### src/rtl/dm_pkg.sv
// -----------------------------------------------------------------------------
// dm_pkg
// Shared definitions for the data-memory responder slice:
//   - DM_WORD_W        : data word width (16-bit RISC core)
//   - DM_DEF_*         : default depth / latency values for the responder
//   - dm_state_e       : responder FSM state encoding
//   - dm_max()         : helper used to size the latency counter
// -----------------------------------------------------------------------------
package dm_pkg;

   localparam int DM_WORD_W          = 16;
   localparam int DM_DEF_DEPTH_WORDS = 256;
   localparam int DM_DEF_READ_LAT    = 2;
   localparam int DM_DEF_WRITE_LAT   = 1;

   typedef enum logic [1:0] {
      IDLE = 2'd0,
      WAIT = 2'd1,
      RESP = 2'd2
   } dm_state_e;

   function automatic int dm_max(input int a, input int b);
      return (a > b) ? a : b;
   endfunction

endpackage : dm_pkg

### src/rtl/dm_word_ram.sv
// -----------------------------------------------------------------------------
// dm_word_ram
// Single-port word array: synchronous write, combinational read on the same
// address. Contents start at zero and are never cleared afterwards.
// Ports:
//   clk    in   rising-edge clock
//   we     in   write enable (write happens on the rising edge)
//   addr   in   word index, clog2(DEPTH_WORDS) bits
//   wdata  in   write data, DM_WORD_W bits
//   rdata  out  word currently stored at addr
// -----------------------------------------------------------------------------
module dm_word_ram
   import dm_pkg::*;
#(
   parameter int DEPTH_WORDS = DM_DEF_DEPTH_WORDS
) (
   input  logic                           clk,
   input  logic                           we,
   input  logic [$clog2(DEPTH_WORDS)-1:0] addr,
   input  logic [DM_WORD_W-1:0]           wdata,
   output logic [DM_WORD_W-1:0]           rdata
);

   // NOTE: the storage array has no reset term; a reset loop over every word
   // would stop it mapping onto RAM. The declaration initialiser supplies the
   // all-zero power-up contents instead.
   logic [DM_WORD_W-1:0] mem_q [DEPTH_WORDS] = '{default: '0};

   always_ff @(posedge clk) begin
      if (we) begin
         mem_q[addr] <= wdata;
      end
   end

   assign rdata = mem_q[addr];

endmodule : dm_word_ram

### src/rtl/data_mem_responder.sv
// -----------------------------------------------------------------------------
// data_mem_responder
// Responder for the core's data-memory port. Accepts one load/store at a time
// on a valid/ready request channel, waits READ_LAT / WRITE_LAT cycles, then
// presents the completion on a valid/ready response channel. Misaligned or
// out-of-range accesses complete with rsp_err=1, no write and rdata=0.
// Ports:
//   clk        in   rising-edge clock
//   reset      in   synchronous, active-high reset
//   req_valid  in   request present
//   req_ready  out  responder accepts a request this cycle (IDLE only)
//   req_write  in   1 = store, 0 = load
//   req_addr   in   byte address (word index = req_addr[15:1])
//   req_wdata  in   store data
//   rsp_valid  out  response present, held until rsp_ready
//   rsp_ready  in   initiator accepts the response
//   rsp_rdata  out  load data (0 for stores and errors)
//   rsp_err    out  access was misaligned or out of range
// -----------------------------------------------------------------------------
module data_mem_responder
   import dm_pkg::*;
#(
   parameter int DEPTH_WORDS = DM_DEF_DEPTH_WORDS,
   parameter int READ_LAT    = DM_DEF_READ_LAT,
   parameter int WRITE_LAT   = DM_DEF_WRITE_LAT
) (
   input  logic                 clk,
   input  logic                 reset,
   input  logic                 req_valid,
   output logic                 req_ready,
   input  logic                 req_write,
   input  logic [15:0]          req_addr,
   input  logic [DM_WORD_W-1:0] req_wdata,
   output logic                 rsp_valid,
   input  logic                 rsp_ready,
   output logic [DM_WORD_W-1:0] rsp_rdata,
   output logic                 rsp_err
);

   localparam int AW = $clog2(DEPTH_WORDS);
   localparam int CW = $clog2(dm_max(READ_LAT, WRITE_LAT)) + 1;

   localparam logic [15:0]   DEPTH_LIMIT = 16'(DEPTH_WORDS);
   localparam logic [CW-1:0] RD_CNT_INIT = CW'(READ_LAT - 1);
   localparam logic [CW-1:0] WR_CNT_INIT = CW'(WRITE_LAT - 1);

   // Registered state and outputs
   dm_state_e              state_q,     state_d;
   logic [CW-1:0]          cnt_q,       cnt_d;
   logic                   write_q,     write_d;
   logic [AW-1:0]          idx_q,       idx_d;
   logic [DM_WORD_W-1:0]   wdata_q,     wdata_d;
   logic                   err_q,       err_d;
   logic                   req_ready_q, req_ready_d;
   logic                   rsp_valid_q, rsp_valid_d;
   logic [DM_WORD_W-1:0]   rsp_rdata_q, rsp_rdata_d;
   logic                   rsp_err_q,   rsp_err_d;

   // Request decode
   logic                   req_fire;
   logic                   req_err;
   logic [AW-1:0]          req_idx;
   logic                   lat_one;

   // Access presented to storage on the edge that enters RESP. For a
   // single-cycle access that edge is the accept edge, so the live request
   // fields are used; otherwise the values latched at accept are used.
   logic                   in_idle;
   logic                   enter_resp;
   logic                   ent_write;
   logic                   ent_err;
   logic [AW-1:0]          ent_idx;
   logic [DM_WORD_W-1:0]   ent_wdata;

   logic                   ram_we;
   logic [DM_WORD_W-1:0]   ram_rdata;

   // req_ready_q is only ever 1 in IDLE, so a handshake implies IDLE.
   assign req_fire = req_valid & req_ready_q;
   assign req_idx  = req_addr[AW:1];
   assign req_err  = req_addr[0] | ({1'b0, req_addr[15:1]} >= DEPTH_LIMIT);
   assign lat_one  = req_write ? (WRITE_LAT == 1) : (READ_LAT == 1);

   assign in_idle    = (state_q == IDLE);
   assign enter_resp = (in_idle & req_fire & lat_one)
                     | ((state_q == WAIT) & (cnt_q == CW'(1)));

   assign ent_write = in_idle ? req_write : write_q;
   assign ent_err   = in_idle ? req_err   : err_q;
   assign ent_idx   = in_idle ? req_idx   : idx_q;
   assign ent_wdata = in_idle ? req_wdata : wdata_q;

   // Reset on the same edge cancels the commit: a store caught in WAIT (or
   // accepted on the reset edge) never reaches storage.
   assign ram_we = enter_resp & ent_write & ~ent_err & ~reset;

   dm_word_ram #(
      .DEPTH_WORDS (DEPTH_WORDS)
   ) u_ram (
      .clk   (clk),
      .we    (ram_we),
      .addr  (ent_idx),
      .wdata (ent_wdata),
      .rdata (ram_rdata)
   );

   always_comb begin
      // NOTE: every signal assigned here gets a hold-value default first, so
      // no path through the case leaves one unassigned and infers a latch.
      state_d     = state_q;
      cnt_d       = cnt_q;
      write_d     = write_q;
      idx_d       = idx_q;
      wdata_d     = wdata_q;
      err_d       = err_q;
      req_ready_d = req_ready_q;
      rsp_valid_d = rsp_valid_q;
      rsp_rdata_d = rsp_rdata_q;
      rsp_err_d   = rsp_err_q;

      unique case (state_q)
         IDLE: begin
            req_ready_d = 1'b1;
            if (req_fire) begin
               write_d     = req_write;
               idx_d       = req_idx;
               wdata_d     = req_wdata;
               err_d       = req_err;
               cnt_d       = req_write ? WR_CNT_INIT : RD_CNT_INIT;
               req_ready_d = 1'b0;
               state_d     = WAIT;   // overridden below when lat_one
            end
         end
         WAIT: begin
            cnt_d = cnt_q - CW'(1);
         end
         RESP: begin
            if (rsp_ready) begin
               state_d     = IDLE;
               req_ready_d = 1'b1;
               rsp_valid_d = 1'b0;
               rsp_rdata_d = '0;
               rsp_err_d   = 1'b0;
            end
         end
         default: begin
            state_d     = IDLE;
            req_ready_d = 1'b0;
            rsp_valid_d = 1'b0;
            rsp_rdata_d = '0;
            rsp_err_d   = 1'b0;
         end
      endcase

      if (enter_resp) begin
         state_d     = RESP;
         rsp_valid_d = 1'b1;
         rsp_err_d   = ent_err;
         rsp_rdata_d = (!ent_write && !ent_err) ? ram_rdata : '0;
      end
   end

   always_ff @(posedge clk) begin
      // NOTE: non-blocking assignments so every flop samples the pre-edge
      // values of the others, independent of statement order.
      if (reset) begin
         state_q     <= IDLE;
         cnt_q       <= '0;
         write_q     <= 1'b0;
         idx_q       <= '0;
         wdata_q     <= '0;
         err_q       <= 1'b0;
         req_ready_q <= 1'b0;
         rsp_valid_q <= 1'b0;
         rsp_rdata_q <= '0;
         rsp_err_q   <= 1'b0;
      end else begin
         state_q     <= state_d;
         cnt_q       <= cnt_d;
         write_q     <= write_d;
         idx_q       <= idx_d;
         wdata_q     <= wdata_d;
         err_q       <= err_d;
         req_ready_q <= req_ready_d;
         rsp_valid_q <= rsp_valid_d;
         rsp_rdata_q <= rsp_rdata_d;
         rsp_err_q   <= rsp_err_d;
      end
   end

   assign req_ready = req_ready_q;
   assign rsp_valid = rsp_valid_q;
   assign rsp_rdata = rsp_rdata_q;
   assign rsp_err   = rsp_err_q;

endmodule : data_mem_responder

### config.mk
export PLATFORM = sky130hd
export DESIGN_NAME = data_mem_responder
export DESIGN_NICKNAME = d
export VERILOG_FILES = /design/src/rtl/dm_pkg.sv /design/src/rtl/dm_word_ram.sv /design/src/rtl/data_mem_responder.sv
export SDC_FILE = /design/constraint.sdc
export NUM_CORES = 2
export LEC_CHECK = 0
export CORE_MARGIN = 10
export CORE_UTILIZATION = 60
export DETAILED_ROUTE_END_ITERATION = 8
export DONT_BUFFER_PORTS = 1
export PLACE_DENSITY_LB_ADDON = 0.2
export SYNTH_ARGS = -nofsm -noshare
export SYNTH_HDL_FRONTEND = slang
export SYNTH_SLANG_ARGS = --single-unit
### constraint.sdc
create_clock -name clk -period 9.6 [get_ports clk]
set_input_delay 1.92 -clock clk [delete_from_list [all_inputs] [get_ports clk]]
set_output_delay 1.92 -clock clk [all_outputs]
set_load 0.1 [all_outputs]
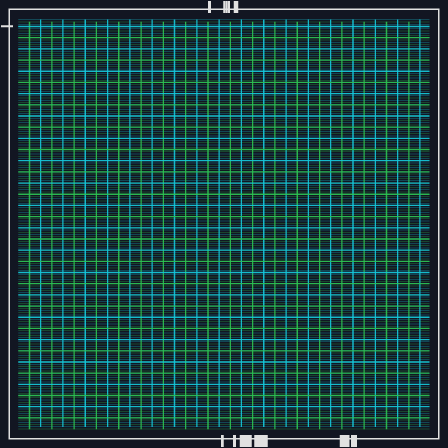
*Supply network*
Pins as bars on the die edge.
[cyan] VDD
[green] VSS
met1 rails: 184
signal pins: 56
maximum VDD drop: 177 µV
Die Span Y: 521 µm
die width: 521 µm

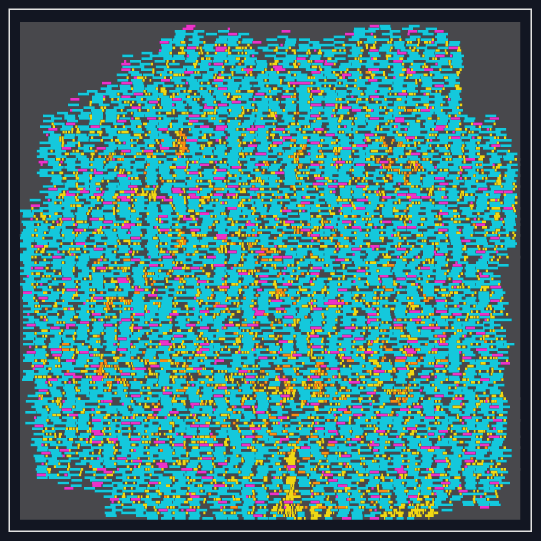
*Placement by cell class*
Scale: 1 px per µm. Fill, decap, tap and diode cells in gray.
[magenta] clock drivers and dummy loads | cells: 740
[orange] other buffers and delay cells | cells: 436
[cyan] flops | cells: 4145
[yellow] all other logic | cells: 3986
design area: 0.169 mm²
final core occ: 67.8%

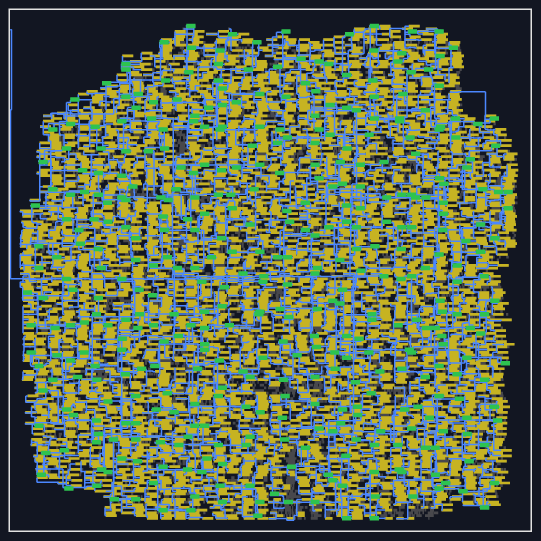
*Routed clock nets over the placement*
Scale: 1 px per µm.
[green] cells driving clock nets | count: 410
[yellow] flip-flops | count: 4145
[blue] clock wires | length: 41.6 mm
flops lie: all over the die
routed clock nets: 411
Power Clock: 15.7 mW
Layout Skew: 0.0780 ns
clock share of power: 40.0%
clk latency late pin: 1.00 ns

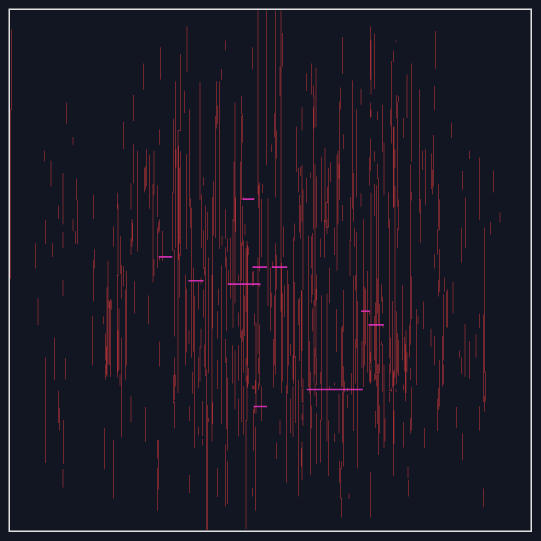
*Wiring by layer*
Scale: 1 px per µm. Two of the layers only.
[magenta] met5 | wire length: 181 µm
[red] met4 | wire length: 23.7 mm
drt total wl: 431000 µm
Vias: 90800
drt wl/cell: 34.1 µm

==> out/metrics.yaml <==
cp_num_cells: 11
grt_max_degree: 222
setup_viol: 0
leakagePower_nw: 50.9
cts-root-to-sink-buffers: 4
crit_buf_inv: 2
nWellTaps: 3330
crit_family: "simple AND/OR/NAND/NOR gates"
synthTopCellsByCount: "edfxtp_1 (4096), o22ai_1 (2048), o21ai_0 (1037)"
drv_cap: 1
synth_cell_types: 48
lay_top_count: "edfxtp_1"
most_common_cell: "edfxtp_1"
hold_start: "wdata_q[0]"
synth-adder-area-share_pct: 0.00832
finalWorstSetupSlack_ns: 3.67
drc: 0
antenna_found_initial: 15
ios: 56
worst_pin_slew_ns: 1.57
post-route-period-util_pct: 61.8
synthAoiAreaFrac_pct: 13.9
violations: "max-capacitance violations, max-slew violations"
status: "complete, but fails checks"
logic_family: "AND-OR/OR-AND gates"
whs_ns: 0.451
antenna_left: 0
antenna_cells: 8
critPathLaunch: "state_q[1]"
drive_gt1_share_pct: 11.9
yosys.area.top_type: "edfxtp_1"
sh_seq_area_pct: 73.4
slew_viol_final: 2
syn_area_mm2: 0.150
hold_violations: 0
holdPathStages: 2
period_needed_ns: 5.93
cp_data_arrival_time_ns: 6.85
ff2ff_path_depth: 11
dpl.hpwl_um: 232000
slowest_stage: "nor4_1"
path_cells: "or2_1 -> mux2_8 -> buf_12 -> buf_4 -> o22ai_1 -> o21ai_0 -> a41oi_1 -> nor4_1 -> o22a_1 -> nand4_1 -> a21oi_1"
-- layer usage --
layer,routed length (µm),up-vias,GRT usage [%]
met4,23700,20,14.7
met5,181,-,0
met2,196000,6849,46.3
li1,-,37200,-
met3,56300,1090,7.83
met1,154000,45700,42.3
-- power groups by stage --
stage	clock (mW)	combinational, mW	sequential [mW]
global route	16.6	3.41	20.3
CTS	15.8	3.20	20.3
detailed placement	0	3.19	20.7
global placement	0	3.10	20.7
floorplan	0	1.77	20.9
finish	15.7	3.30	20.3
-- sequential cells by signal, summed over array words and instances, names as in the netlist --
name	flops
err_q	1
req_ready	1
rsp_err	1
u_ram.mem_q	4096
state_q	2
rsp_valid	1
cnt_q	2
write_q	1
wdata_q	16
rsp_rdata	16
idx_q	8
No activity file was given, so power comes from the tool's default toggle rates.
